Figure 1. The metal 4 layer (run 1).
Drawn at 4 px/um. Supply wires on this layer in gray. Cells faint in the background.
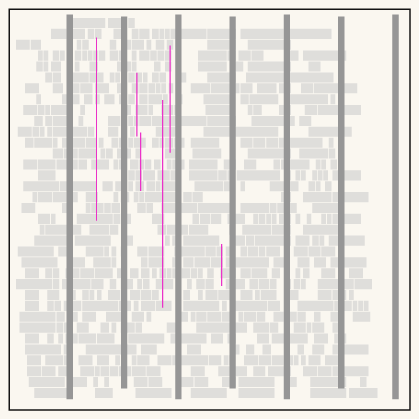
Figure 2. Signal wires on met3 (run 1).
Drawn at 4 px/um. Cells faint in the background.
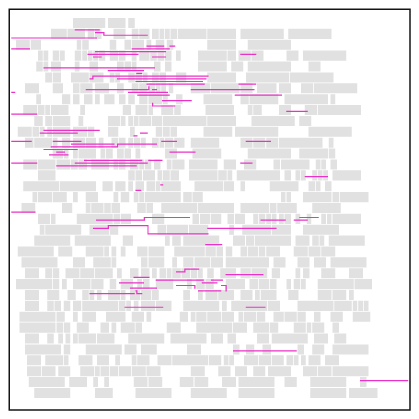
Figure 3. A small window of the routed layout (run 1).
Window x 50 to 100, y 50 to 100 um. Cells in gray, sequential cells in the stronger gray; small squares are vias.
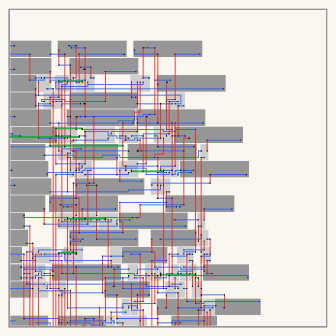
===== config.mk =====
export PLATFORM = sky130hd
export DESIGN_NAME = sccb_config
export DESIGN_NICKNAME = d
export VERILOG_FILES = /design/src/rtl/sccb_config_pkg.sv /design/src/rtl/ov7670_reg_rom.sv /design/src/rtl/sccb_config.sv
export SDC_FILE = /design/constraint.sdc
export NUM_CORES = 1
export LEC_CHECK = 0
export ABC_AREA = 0
export CAP_MARGIN = 30
export CORE_UTILIZATION = 55
export CTS_CLUSTER_SIZE = 14
export DETAILED_ROUTE_END_ITERATION = 7
export GPL_ROUTABILITY_DRIVEN = 0
export GPL_TIMING_DRIVEN = 1
export PLACE_DENSITY = 0.73
export SYNTH_ARGS = -nofsm -noshare
export SYNTH_HDL_FRONTEND = slang
export SYNTH_SLANG_ARGS = --single-unit

===== constraint.sdc =====
create_clock -name CLK_25M -period 6.64 [get_ports CLK_25M]
set_clock_uncertainty 0.2 [all_clocks]
set_input_delay 0.996 -clock CLK_25M [delete_from_list [all_inputs] [get_ports CLK_25M]]
set_output_delay 0.996 -clock CLK_25M [all_outputs]
set_load 0.005 [all_outputs]

===== src/rtl/sccb_config_pkg.sv =====
// Shared definitions for the SCCB camera configuration engine: FSM encoding,
// table markers and frame geometry.
package sccb_config_pkg;

  typedef enum logic [3:0] {
    IDLE,
    PWR_WAIT,
    FETCH,
    START_C,
    SHIFT,
    STOP_C,
    GAP_W,
    DELAY_W,
    FIN
  } state_t;

  localparam logic [15:0] END_MARK    = 16'hFFFF;
  localparam logic [15:0] DELAY_MARK  = 16'hFFF0;
  localparam int          TABLE_DEPTH = 64;
  localparam int          FRAME_BITS  = 27;

  // The 9th bit of each byte is the slave's ack slot; the bus is released there.
  function automatic logic is_ack_slot(input logic [4:0] bit_idx);
    return (bit_idx == 5'd8) || (bit_idx == 5'd17) || (bit_idx == 5'd26);
  endfunction

endpackage


===== src/rtl/ov7670_reg_rom.sv =====
// OV7670 register table, one {addr, data} word per entry, registered output.
// TABLE_SEL 0 is the RGB565 VGA init list; other values select short bring-up tables.
module ov7670_reg_rom
  import sccb_config_pkg::*;
#(
  parameter int TABLE_SEL = 0
) (
  input  logic        clk,
  input  logic [5:0]  addr,
  output logic [15:0] entry
);

  logic [15:0] rom_word;

  always_comb begin
    rom_word = END_MARK;
    if (TABLE_SEL == 1) begin
      case (addr)
        6'd0:    rom_word = 16'h1280;
        6'd1:    rom_word = DELAY_MARK;
        default: rom_word = END_MARK;
      endcase
    end else if (TABLE_SEL == 2) begin
      case (addr)
        6'd0:    rom_word = 16'h40D0;
        default: rom_word = END_MARK;
      endcase
    end else if (TABLE_SEL == 3) begin
      // Endless table: every slot is a plain write, so the index wraps forever.
      rom_word = {2'b01, addr, 2'b10, addr};
    end else begin
      case (addr)
        6'd0:    rom_word = 16'h1280;
        6'd1:    rom_word = DELAY_MARK;
        6'd2:    rom_word = 16'h1204;
        6'd3:    rom_word = 16'h1101;
        6'd4:    rom_word = 16'h0C00;
        6'd5:    rom_word = 16'h3E00;
        6'd6:    rom_word = 16'h8C00;
        6'd7:    rom_word = 16'h0400;
        6'd8:    rom_word = 16'h40D0;
        6'd9:    rom_word = 16'h3A04;
        6'd10:   rom_word = 16'h1418;
        6'd11:   rom_word = 16'h4FB3;
        6'd12:   rom_word = 16'h50B3;
        6'd13:   rom_word = 16'h5100;
        6'd14:   rom_word = 16'h523D;
        6'd15:   rom_word = 16'h53A7;
        6'd16:   rom_word = 16'h54E4;
        6'd17:   rom_word = 16'h589E;
        6'd18:   rom_word = 16'h3DC0;
        6'd19:   rom_word = 16'h1714;
        6'd20:   rom_word = 16'h1802;
        6'd21:   rom_word = 16'h3280;
        6'd22:   rom_word = 16'h1903;
        6'd23:   rom_word = 16'h1A7B;
        6'd24:   rom_word = 16'h030A;
        6'd25:   rom_word = 16'h0F41;
        6'd26:   rom_word = 16'h1E00;
        6'd27:   rom_word = 16'h330B;
        6'd28:   rom_word = 16'h3C78;
        6'd29:   rom_word = 16'h6900;
        6'd30:   rom_word = 16'h7400;
        6'd31:   rom_word = 16'hB084;
        6'd32:   rom_word = 16'hB10C;
        6'd33:   rom_word = 16'hB20E;
        6'd34:   rom_word = 16'hB380;
        6'd35:   rom_word = 16'h703A;
        6'd36:   rom_word = 16'h7135;
        6'd37:   rom_word = 16'h7211;
        6'd38:   rom_word = 16'h73F0;
        6'd39:   rom_word = 16'hA202;
        6'd40:   rom_word = 16'h13E7;
        6'd41:   rom_word = 16'h6F9F;
        default: rom_word = END_MARK;
      endcase
    end
  end

  always_ff @(posedge clk) begin
    entry <= rom_word;
  end

endmodule


===== src/rtl/sccb_config.sv =====
// SCCB master that walks the OV7670 register table once per START, emitting
// three-phase write transactions with power-up, inter-write and delay waits.
module sccb_config
  import sccb_config_pkg::*;
#(
  parameter int         QUARTER      = 63,
  parameter int         POWERUP_WAIT = 25000,
  parameter int         GAP          = 250,
  parameter int         DELAY_LONG   = 250000,
  parameter logic [7:0] DEV_ID       = 8'h42,
  parameter int         TABLE_SEL    = 0
) (
  input  logic       CLK_25M,
  input  logic       RST_N,
  input  logic       START,
  output logic       SIOC,
  output logic       SIOD_OUT,
  output logic       SIOD_OE,
  output logic       BUSY,
  output logic       DONE,
  output logic [5:0] REG_INDEX
);

  localparam int WAIT_MAX = (DELAY_LONG > POWERUP_WAIT)
                          ? ((DELAY_LONG > GAP) ? DELAY_LONG : GAP)
                          : ((POWERUP_WAIT > GAP) ? POWERUP_WAIT : GAP);
  localparam int WAIT_W   = $clog2(WAIT_MAX + 1);
  localparam int TICK_W   = (QUARTER > 1) ? $clog2(QUARTER) : 1;

  state_t                state;
  state_t                state_nxt;
  logic [TICK_W-1:0]     tick_cnt;
  logic [1:0]            qtr;
  logic [4:0]            bit_cnt;
  logic [WAIT_W-1:0]     wait_cnt;
  logic [5:0]            reg_index;
  logic [15:0]           entry;
  logic [FRAME_BITS-1:0] frame;
  logic                  tick;
  logic                  fetch_ready;
  logic                  sccb_phase;
  logic                  wait_phase;

  ov7670_reg_rom #(
    .TABLE_SEL(TABLE_SEL)
  ) u_rom (
    .clk  (CLK_25M),
    .addr (reg_index),
    .entry(entry)
  );

  assign tick        = (tick_cnt == TICK_W'(QUARTER - 1));
  // ROM output lags the address by a cycle, so FETCH decodes on its second cycle.
  assign fetch_ready = (wait_cnt != '0);
  assign sccb_phase  = (state == START_C) || (state == SHIFT) || (state == STOP_C);
  assign wait_phase  = (state == PWR_WAIT) || (state == FETCH) ||
                       (state == GAP_W) || (state == DELAY_W);
  assign REG_INDEX   = reg_index;

  always_ff @(posedge CLK_25M or negedge RST_N) begin
    if (!RST_N) state <= IDLE;
    else        state <= state_nxt;
  end

  always_comb begin
    state_nxt = state;
    case (state)
      IDLE:     if (START) state_nxt = PWR_WAIT;
      PWR_WAIT: if (wait_cnt == WAIT_W'(POWERUP_WAIT - 1)) state_nxt = FETCH;
      FETCH: begin
        if (fetch_ready) begin
          if (entry == END_MARK)        state_nxt = FIN;
          else if (entry == DELAY_MARK) state_nxt = DELAY_W;
          else                          state_nxt = START_C;
        end
      end
      START_C:  if (tick && qtr == 2'd2) state_nxt = SHIFT;
      SHIFT:    if (tick && qtr == 2'd3 && bit_cnt == 5'(FRAME_BITS - 1)) state_nxt = STOP_C;
      STOP_C:   if (tick && qtr == 2'd3) state_nxt = GAP_W;
      GAP_W:    if (wait_cnt == WAIT_W'(GAP - 1)) state_nxt = FETCH;
      DELAY_W:  if (wait_cnt == WAIT_W'(DELAY_LONG - 1)) state_nxt = FETCH;
      FIN:      if (START) state_nxt = PWR_WAIT;
      default:  state_nxt = IDLE;
    endcase
  end

  // Every counter restarts on a state change, so phases are counted from entry.
  always_ff @(posedge CLK_25M or negedge RST_N) begin
    if (!RST_N) begin
      tick_cnt <= '0;
      qtr      <= '0;
      bit_cnt  <= '0;
      wait_cnt <= '0;
    end else if (state_nxt != state) begin
      tick_cnt <= '0;
      qtr      <= '0;
      bit_cnt  <= '0;
      wait_cnt <= '0;
    end else begin
      if (wait_phase) wait_cnt <= wait_cnt + WAIT_W'(1);
      if (sccb_phase) begin
        if (tick) begin
          tick_cnt <= '0;
          qtr      <= qtr + 2'd1;
          if (qtr == 2'd3) bit_cnt <= bit_cnt + 5'd1;
        end else begin
          tick_cnt <= tick_cnt + TICK_W'(1);
        end
      end
    end
  end

  always_ff @(posedge CLK_25M or negedge RST_N) begin
    if (!RST_N) begin
      reg_index <= '0;
    end else if ((state == IDLE || state == FIN) && START) begin
      reg_index <= '0;
    end else if ((state == GAP_W || state == DELAY_W) && state_nxt == FETCH) begin
      reg_index <= reg_index + 6'd1;
    end
  end

  always_ff @(posedge CLK_25M) begin
    if (state == FETCH && fetch_ready) begin
      frame <= {DEV_ID, 1'b1, entry[15:8], 1'b1, entry[7:0], 1'b1};
    end else if (state == SHIFT && tick && qtr == 2'd3) begin
      frame <= {frame[FRAME_BITS-2:0], 1'b0};
    end
  end

  always_comb begin
    SIOC     = 1'b1;
    SIOD_OUT = 1'b1;
    SIOD_OE  = 1'b0;
    BUSY     = (state != IDLE) && (state != FIN);
    DONE     = (state == FIN);
    case (state)
      START_C: begin
        SIOD_OE  = 1'b1;
        SIOD_OUT = (qtr == 2'd0);
        SIOC     = (qtr != 2'd2);
      end
      SHIFT: begin
        SIOD_OE  = !is_ack_slot(bit_cnt);
        SIOD_OUT = frame[FRAME_BITS-1];
        SIOC     = (qtr == 2'd1) || (qtr == 2'd2);
      end
      STOP_C: begin
        SIOD_OE  = (qtr != 2'd3);
        SIOD_OUT = (qtr >= 2'd2);
        SIOC     = (qtr != 2'd0);
      end
      default: ;
    endcase
  end

endmodule


==> run_results.csv, run 1 <==
group,metric,value,unit
logic_synthesis,synth.top_cells.by_area,"sky130_fd_sc_hd__dfrtp_1 19%, sky130_fd_sc_hd__dfxtp_1 10%, sky130_fd_sc_hd__edfxtp_1 9.1%",
pwr,powerComb,0.000245,W
clocking,tritoncts_clock_tree,"built",
sta,worst_pin_slew,0.8867,ns
clocking,ctsRootBufferMaster,"sky130_fd_sc_hd__clkbuf_8",
place,io_buffer_count,13,
setup_path,crit_buf_inv,1,
logic_synthesis,synth_chip_area,5263,um2
pwr,relative_contribution_of_combinational_cells_to_total_power,0.195,
logic_synthesis,post_synth.cell_area_avg,9.011,um2
floorplanning,coreArea,9240,um2
pwr,seq_power,0.000597,W
setup_path,critical_path_peak_fanout,14,
clocking,hold_buf_cts,0,
sta,setup-tns-final,0,ns
logic_synthesis,ys_sh_aoi,0.1740,
pwr,p_leak,2.258,nW
pwr,power.share.switching,0.3102,
floorplanning,die_area,9963,um2
final_layout,most_common_cell_after_layout_fill_and_taps_aside,"sky130_fd_sc_hd__nand2_1",
setup_path,critical_path.max_stage_delay,0.65,ns
pwr,maxPowerGroup,"sequential cells",
setup_path,endpoint_kind,"output pin",
global_routing,grt_pass1_wl,19730,um
status,run_status,"complete, no violations",
flow_run,max-cap-violations,0,
logic_synthesis,adder_share_synth,0.05468,
setup_path,cp.required,5.44,ns
logic_synthesis,synth_stat.cells,584,
place,placed_area,5405,um2
sta,timing_hold_violations_final,0,
logic_synthesis,netlist.top_cell.by_instances,"sky130_fd_sc_hd__nand2_1",
sta,post_route_minimum_period,3.809,ns
logic_synthesis,yosys_register_bits,84,
sta,grt_setup_unrepaired,"no",
floorplanning,die_width,99.82,um
setup_path,critPathCapture,"SIOD_OUT",
setup_path,timing.critical_path.from,"state[1]$_DFF_PN0_",
floorplanning,std_cell_rows,35,
floorplanning,dieHeight,99.82,um
sta,slew_viol_final,0,
final_layout,layout_top_cells,"70 x sky130_fd_sc_hd__nand2_1, 48 x sky130_fd_sc_hd__a21oi_1, 42 x sky130_fd_sc_hd__nor2_1, 41 x sky130_fd_sc_hd__dfrtp_1, 29 x sky130_fd_sc_hd__nor3_2",
setup_path,setup.worst_path.start_class,"register",
final_layout,stdcell_count,708,
pwr,design_power_total,0.001260,W
route,ant_nets,0,
sta,finalWorstSetupSlack,2.831,ns
floorplanning,pin_count,14,
route,drt_iter0_drc,348,
setup_path,critical_path_class,"reg -> out",
setup_path,crit_cells,5,
logic_synthesis,mux_area_frac,0.02687,
global_routing,pin_count_of_the_biggest_net_entering_global_routing,53,
sta,timing.final.crit_share,0.5737,
logic_synthesis,netlist-cell-type-count,72,
logic_synthesis,synthTopCellsByCount,"70 x sky130_fd_sc_hd__nand2_1, 48 x sky130_fd_sc_hd__a21oi_1, 42 x sky130_fd_sc_hd__nor2_1",
clocking,tritoncts_num_sinks,84,
min_path,class_of_the_tightest_hold_or_removal_check,"in -> async",
place,dp_hpwl,7795,um
pwr,ir_drop,0.1620,mV
global_routing,grt_remaining_overflow,0,
logic_synthesis,yosys.stat.seqShare,0.3890,
pwr,clock_power_share,0.332,
pwr,cellInternalPower,0.0008695,W
logic_synthesis,number_of_enable_flip_flop_cells,16,
logic_synthesis,ys_warn_count,0,
global_routing,antenna_found_initial,1,
route,route.detailed.wl_per_inst,16.50,um
logic_synthesis,dominant_cell_area_share,0.1950,
clocking,cts_made_buffers,9,
pwr,share_seq_of_total_power,0.474,
setup_path,cp.arrival,2.61,ns
logic_synthesis,ys_dominant_reg_cell,"sky130_fd_sc_hd__dfrtp_1",
route,first_pass_iters,5,
clocking,maximum_clock_insertion_buffer_count,2,
logic_synthesis,syn_nets,610,
setup_path,reg_to_reg_critical_path_startpoint,"wait_cnt[4]$_DFFE_PN0P_",
route,vias_per_instance,6.096,
flow_run,warnings,43,
clocking,clk_pin_slew,0.10,ns
logic_synthesis,asyncSetResetFlopFracSynth,0.4881,
final_layout,layout.core_utilization,0.6116,
pwr,pg_clk,0.000418,W
clocking,cts_setup_buffers,0,
floorplanning,floorplan.initialDensity,0.5695,
sta,max_freq,0.2625,GHz
logic_synthesis,instance_tally_after_logic_synthesis,584,
logic_synthesis,netlist.top_cell.by_area,"sky130_fd_sc_hd__dfrtp_1",
setup_path,ff2ff_setup_slack,3.17,ns
pwr,powerDensity,223.0,nW/um2
setup_path,cpMaxStageDelayCell,"sky130_fd_sc_hd__nor4bb_1",
pwr,p_sw,0.0003910,W
About Figure 1:
nets with wire on the layer: 5
main direction: vertical
Final Routed Wirelength: 11680 um
number of vias after detailed routing: 4316

About Figure 2:
longest straight run: 28.8 um
wire length on this layer: 699 um
GRT met3 Usage: 0.04526

About Figure 3:
| layer | color |
|---|---|
| M1 | blue |
| M3 | green |
| M2 | red |
cells with their middle in the window: 82
netlist names of flops here include: frame (24), u_rom.entry (11)
sequential cells in the window: 36
most frequent: dfxtp_1 (19), a22o_1 (16), edfxtp_1 (16)

[run 1: layer usage]
metal	GRT usage	part of all wire	routed length, um	up-vias
li1	-	-	-	2107
met1	0.3704	0.48	5549	2050
met2	0.3639	0.45	5267	145
met3	0.04526	0.060	699	14
met4	0.08597	0.014	163	0
met5	0	0	0	-
[run 1: cell type report]
cell class	count	area [um2]
fill	794	3588
multi-input combinational	443	2970
sequential	84	2047
timing repair buffer	19	182.7
tap	129	161.4
clock buffer	9	123.9
clock inverter	7	102.6
inverter	17	63.81
[run 1: registers in the layout, summed over array words and instances (netlist names)]
name         flops
REG_INDEX        6
bit_cnt          5
frame           27
qtr              2
state            4
tick_cnt         6
u_rom.entry     16
wait_cnt        18
==> run 2: changes to the inputs <==
Clock period 6.64 ns to 3.9 ns, I/O delays scaled along.
==> run_results.csv, run 2 <==
group,metric,value,unit
logic_synthesis,yosys_register_bits,84,
clocking,tritoncts_num_sinks,84,
setup_path,crit_cells,10,
pwr,p_sw,0.0006426,W
floorplanning,std_cell_rows,35,
floorplanning,die_area,9963,um2
route,met3_wirelength,780,um
route,routed_metal_1_wire_length,5319,um
final_layout,stdcell_count,715,
pwr,clock_power_share,0.321,
setup_path,critical_path_peak_fanout,13,
logic_synthesis,asyncSetResetFlopFracSynth,0.4881,
logic_synthesis,dominant_cell_area_share,0.1950,
final_layout,largest_registers,"frame: 27 flops, wait_cnt: 18 flops, u_rom.entry: 16 flops",
final_layout,nonClockBufferCount,26,
final_layout,regMostFlops,"frame",
final_layout,n_fill_cell,786,
final_layout,n_sequential_cell,84,
sta,slew_viol_final,0,
global_routing,grt_remaining_overflow,0,
status,run_status,"complete, no violations",
clocking,clk_pin_slew,0.10,ns
setup_path,cp.arrival,3.25,ns
sta,max_freq,0.3096,GHz
setup_path,critical_path.max_stage_delay,0.45,ns
pwr,powerDensity,372.4,nW/um2
clocking,cts_setup_buffers,0,
global_routing,antenna_found_initial,0,
clocking,tritoncts_clock_tree,"built",
pwr,ir_drop,0.1825,mV
floorplanning,coreArea,9240,um2
global_routing,grtUsageMet2,0.3830,
global_routing,gr_layer_usage_met1,0.3558,
setup_path,timing.critical_path.from,"qtr[1]$_DFFE_PN0P_",
pwr,relative_contribution_of_combinational_cells_to_total_power,0.196,
global_routing,grt_pass1_wl,19850,um
min_path,class_of_the_tightest_hold_or_removal_check,"in -> async",
logic_synthesis,ys_dominant_reg_cell,"sky130_fd_sc_hd__dfrtp_1",
sta,timing_hold_violations_final,0,
final_layout,layout_top_cells,"70 x sky130_fd_sc_hd__nand2_1, 48 x sky130_fd_sc_hd__a21oi_1, 42 x sky130_fd_sc_hd__nor2_1, 41 x sky130_fd_sc_hd__dfrtp_1, 29 x sky130_fd_sc_hd__nor3_2",
final_layout,clock_buffer_count,10,
clocking,hold_buf_cts,0,
route,ant_nets,0,
final_layout,largest_register_ff_count,27,
final_layout,logic_area,2970,um2
route,met2_wirelength,5563,um
pwr,power.share.switching,0.3037,
floorplanning,die_width,99.82,um
logic_synthesis,synthTopCellsByCount,"70 x sky130_fd_sc_hd__nand2_1, 48 x sky130_fd_sc_hd__a21oi_1, 42 x sky130_fd_sc_hd__nor2_1",
setup_path,cp.required,3.92,ns
clocking,maximum_clock_insertion_buffer_count,2,
final_layout,area_share_clock_buf_inv,0.03810,
route,vias,4400,
setup_path,critPathCapture,"tick_cnt[1]$_DFFE_PN0P_",
route,route.detailed.wl_per_inst,16.56,um
logic_synthesis,syn_nets,610,
global_routing,top_usage_layer,"met2",
setup_path,setup.worst_path.start_class,"register",
final_layout,comb_cells,443,
global_routing,grt_util_met3,0.05084,
clocking,cts_made_buffers,9,
logic_synthesis,number_of_enable_flip_flop_cells,16,
[run 2: cell types whose count changed in the layout (fill, tap and decap cells not counted), sizes merged]
cell	delta
clkinvlp	+1
inv	-4
clkbuf	+1
clkinv	+2
buf	+7
[run 2: power groups by stage]
stage                     clock network, W  registers (W)  logic, W
after floorplan                          0        0.00101  0.000321
after global placement                   0        0.00103  0.000399
after detailed placement                 0        0.00104  0.000411
after CTS                         0.000689        0.00102  0.000412
after global routing              0.000725        0.00103  0.000463
final                             0.000680        0.00102  0.000415
[run 2: stage by stage]
step	instance area [um2]	hold slack, ns
floorplan	5263	0.08941
global placement	5465	0.2363
detailed placement	5465	0.2483
CTS	5682	0.1675
global route	5682	0.2078
finish	5682	0.1411
Figure 4. A small window of the routed layout (run 2).
Window x 50 to 100, y 50 to 100 um. Cells in gray, sequential cells in the stronger gray; small squares are vias.
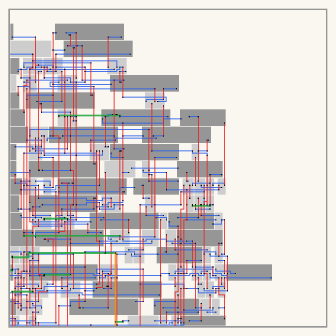
| layer | color |
|---|---|
| M1 | blue |
| M4 | orange |
| M3 | green |
| M2 | red |
sequential cells in the window: 26
most frequent: nand2_1 (21), a22o_1 (16), edfxtp_1 (16)
netlist names of flops here include: frame (25), u_rom.entry (1)
cells with their middle in the window: 86

==> run 3: changes to the inputs <==
Settings changed: PLACE_DENSITY 0.73 to 0.76.
Clock period 3.9 ns to 2.6 ns, I/O delays scaled along.
==> run_results.csv, run 3 <==
group,metric,value,unit
final_layout,count_of_inserted_antenna_diode_cells,0,
setup_path,cp.required,2.68,ns
setup_path,cp.arrival,3.00,ns
final_layout,layout.area.seq,2049,um2
logic_synthesis,adder_share_synth,0.05468,
pwr,p_leak,2.663,nW
logic_synthesis,netlist.top_cell.by_area,"sky130_fd_sc_hd__dfrtp_1",
setup_path,critPathCapture,"wait_cnt[2]$_DFFE_PN0P_",
min_path,hold_path_depth,2,
floorplanning,std_cell_rows,35,
logic_synthesis,ys_warn_count,0,
final_layout,nonClockBufferCount,103,
clocking,tritoncts_clock_tree,"built",
setup_path,timing.critical_path.from,"wait_cnt[9]$_DFFE_PN0P_",
final_layout,layout-drive-gt1-share,0.2579,
floorplanning,die_width,99.82,um
clocking,hold_buf_cts,1,
logic_synthesis,synth_xor_xnor_area_share,0.04494,
pwr,ir_drop,0.3708,mV
logic_synthesis,syn_nets,610,
route,routed_metal_1_wire_length,5826,um
logic_synthesis,yosys_register_bits,84,
logic_synthesis,netlist.top_cell.by_instances,"sky130_fd_sc_hd__nand2_1",
clocking,cts_setup_buffers,12,
floorplanning,coreArea,9240,um2
setup_path,critical_path.most_common_cell,"sky130_fd_sc_hd__or4_4",
setup_path,cpMaxStageDelayCell,"sky130_fd_sc_hd__or4_4",
clocking,post_cts_resize_count,32,
final_layout,area_growth_syn_to_layout,25.39,%
final_layout,area_share_clock_buf_inv,0.03622,
logic_synthesis,number_of_enable_flip_flop_cells,16,
sta,max_freq,0.3428,GHz
place,placed_cells_incl_taps,754,
sta,post_route_minimum_period,2.917,ns
sta,finalHoldWorstSlack,0.2551,ns
floorplanning,floorplan.initialDensity,0.5695,
sta,finalWorstSetupSlack,-0.3171,ns
clocking,maximum_clock_insertion_buffer_count,2,
logic_synthesis,synth_stat.cells,584,
route,ant_nets,0,
global_routing,grt_remaining_overflow,0,
floorplanning,pin_count,14,
status,run_status,"finished with violations",
global_routing,gr_layer_usage_met1,0.3635,
setup_path,critical_path_class,"reg -> reg",
sta,timing_hold_violations_final,0,
route,route.detailed.wl_per_inst,18.20,um
flow_run,max-cap-violations,0,
final_layout,inv_count,17,
global_routing,grtUsageMet2,0.4790,
global_routing,antenna_found_initial,0,
sta,slew_viol_final,0,
final_layout,comb_cells,443,
final_layout,largest_registers,"frame: 27 flops, wait_cnt: 18 flops, u_rom.entry: 16 flops",
pwr,powerDensity,528.1,nW/um2
min_path,hold-path-endpoint,"frame[19]$_SDFFE_PP0P_",
final_layout,logic_area,3144,um2
route,met3_wirelength,1033,um
setup_path,worstPathCellList,"or4_4, or4_4, nor2_4, o21ai_2, or2_4, mux2_4, buf_12, nor3_2",
logic_synthesis,ys_dominant_reg_cell,"sky130_fd_sc_hd__dfrtp_1",
setup_path,setup.worst_path.start_class,"register",
final_layout,finish.instance_area,6599,um2
flow_run,warnings,46,
final_layout,most_common_cell_after_layout_fill_and_taps_aside,"sky130_fd_sc_hd__buf_4",
floorplanning,die_area,9963,um2
place,placed_area,5957,um2
final_layout,clock_buffer_count,10,
logic_synthesis,yosys.stat.seqShare,0.3890,
final_layout,seqAreaFraction,0.3106,
pwr,design_power_total,0.003485,W
sta,max_slew_margin,0.3907,
route,drt_iter0_drc,452,
logic_synthesis,synthTopCellsByCount,"70 x sky130_fd_sc_hd__nand2_1, 48 x sky130_fd_sc_hd__a21oi_1, 42 x sky130_fd_sc_hd__nor2_1",
route,route.detailed.drc,0,
clocking,tritoncts_num_sinks,84,
logic_synthesis,dominant_cell_area_share,0.1950,
setup_path,reg_to_reg_critical_path_startpoint,"wait_cnt[9]$_DFFE_PN0P_",
setup_path,timing.rr.end,"wait_cnt[2]$_DFFE_PN0P_",
sta,number_of_failing_setup_endpoints_in_the_final_timing_report,42,
final_layout,layout_top_cells,"71 x sky130_fd_sc_hd__buf_4, 69 x sky130_fd_sc_hd__nand2_1, 45 x sky130_fd_sc_hd__a21oi_1, 42 x sky130_fd_sc_hd__nor2_1, 39 x sky130_fd_sc_hd__dfrtp_1",
global_routing,top_usage_layer,"met2",
setup_path,critical_path_peak_fanout,11,
setup_path,cp_top_family,"simple AND/OR/NAND/NOR gates",
global_routing,pin_count_of_the_biggest_net_entering_global_routing,44,
route,vias_per_instance,6.328,
logic_synthesis,asyncSetResetFlopFracSynth,0.4881,
place,io_buffer_count,13,
global_routing,grt_util_met3,0.05501,
final_layout,n_fill_cell,655,
logic_synthesis,synthTopLogicFamily,"simple AND/OR/NAND/NOR gates",
global_routing,first_global_vias,4612,
final_layout,regMostFlops,"frame",
sta,setup-tns-final,-9.373,ns
final_layout,largest_register_ff_count,27,
setup_path,reg2reg_depth,8,
status,violations_in_the_final_reports,"setup timing",
setup_path,endpoint_kind,"register",
route,met2_wirelength,7078,um
clocking,clk_pin_slew,0.09,ns
final_layout,stdcell_count,792,
logic_synthesis,post_synth.cell_area_avg,9.011,um2
setup_path,crit_cells,8,
setup_path,critical_path.max_stage_delay,0.57,ns
final_layout,signal_buffer_area_fraction,0.1426,
clocking,ctsRootBufferMaster,"sky130_fd_sc_hd__clkbuf_8",
final_layout,largest_cell_class,"combinational gates",
final_layout,final_nets,684,
global_routing,grt_pass1_wl,22310,um
sta,timing.final.crit_share,1.122,
clocking,cts_made_buffers,9,
route,first_pass_iters,7,
global_routing,grtUsageTotal,0.2845,
min_path,class_of_the_tightest_hold_or_removal_check,"reg -> reg",
final_layout,n_sequential_cell,84,
-- run 3: cell count changes in the layout (fill, tap and decap cells not counted), sizes merged, moves of 2 or more --
| cell | before | now |
|---|---|---|
| dlygate4sd2 | 0 | 2 |
| buf | 14 | 89 |
| clkinvlp | 2 | 0 |
| clkdlybuf4s50 | 12 | 8 |
-- run 3: report_power, final --
part	switching (W)	internal [W]
combinational	0.000493	0.000354
clock	0.000497	0.000641
sequential	0.0000773	0.00142
total	0.00107	0.00242
-- run 3: worst reg2reg max path, delay by kind of cell (launching register included) --
| kind | cells | cell delay [ns] |
|---|---|---|
| simple gates | 5 | 1.64 |
| flops | 1 | 0.39 |
| mux | 1 | 0.36 |
| buf+inv | 1 | 0.17 |
| compound gates | 1 | 0.08 |
Figure 5. The metal 4 layer (run 3).
Drawn at 4 px/um. Supply wires on this layer in gray. Cells faint in the background.
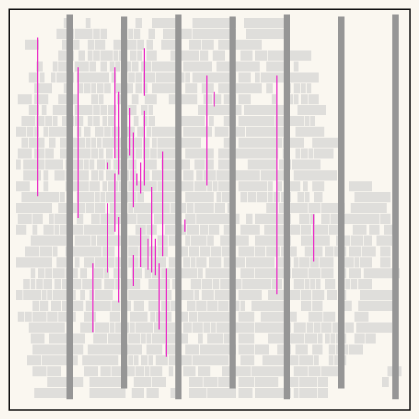
number of vias after detailed routing: 5012
Final Routed Wirelength: 14420 um

Power and IR drop assume default switching activity.
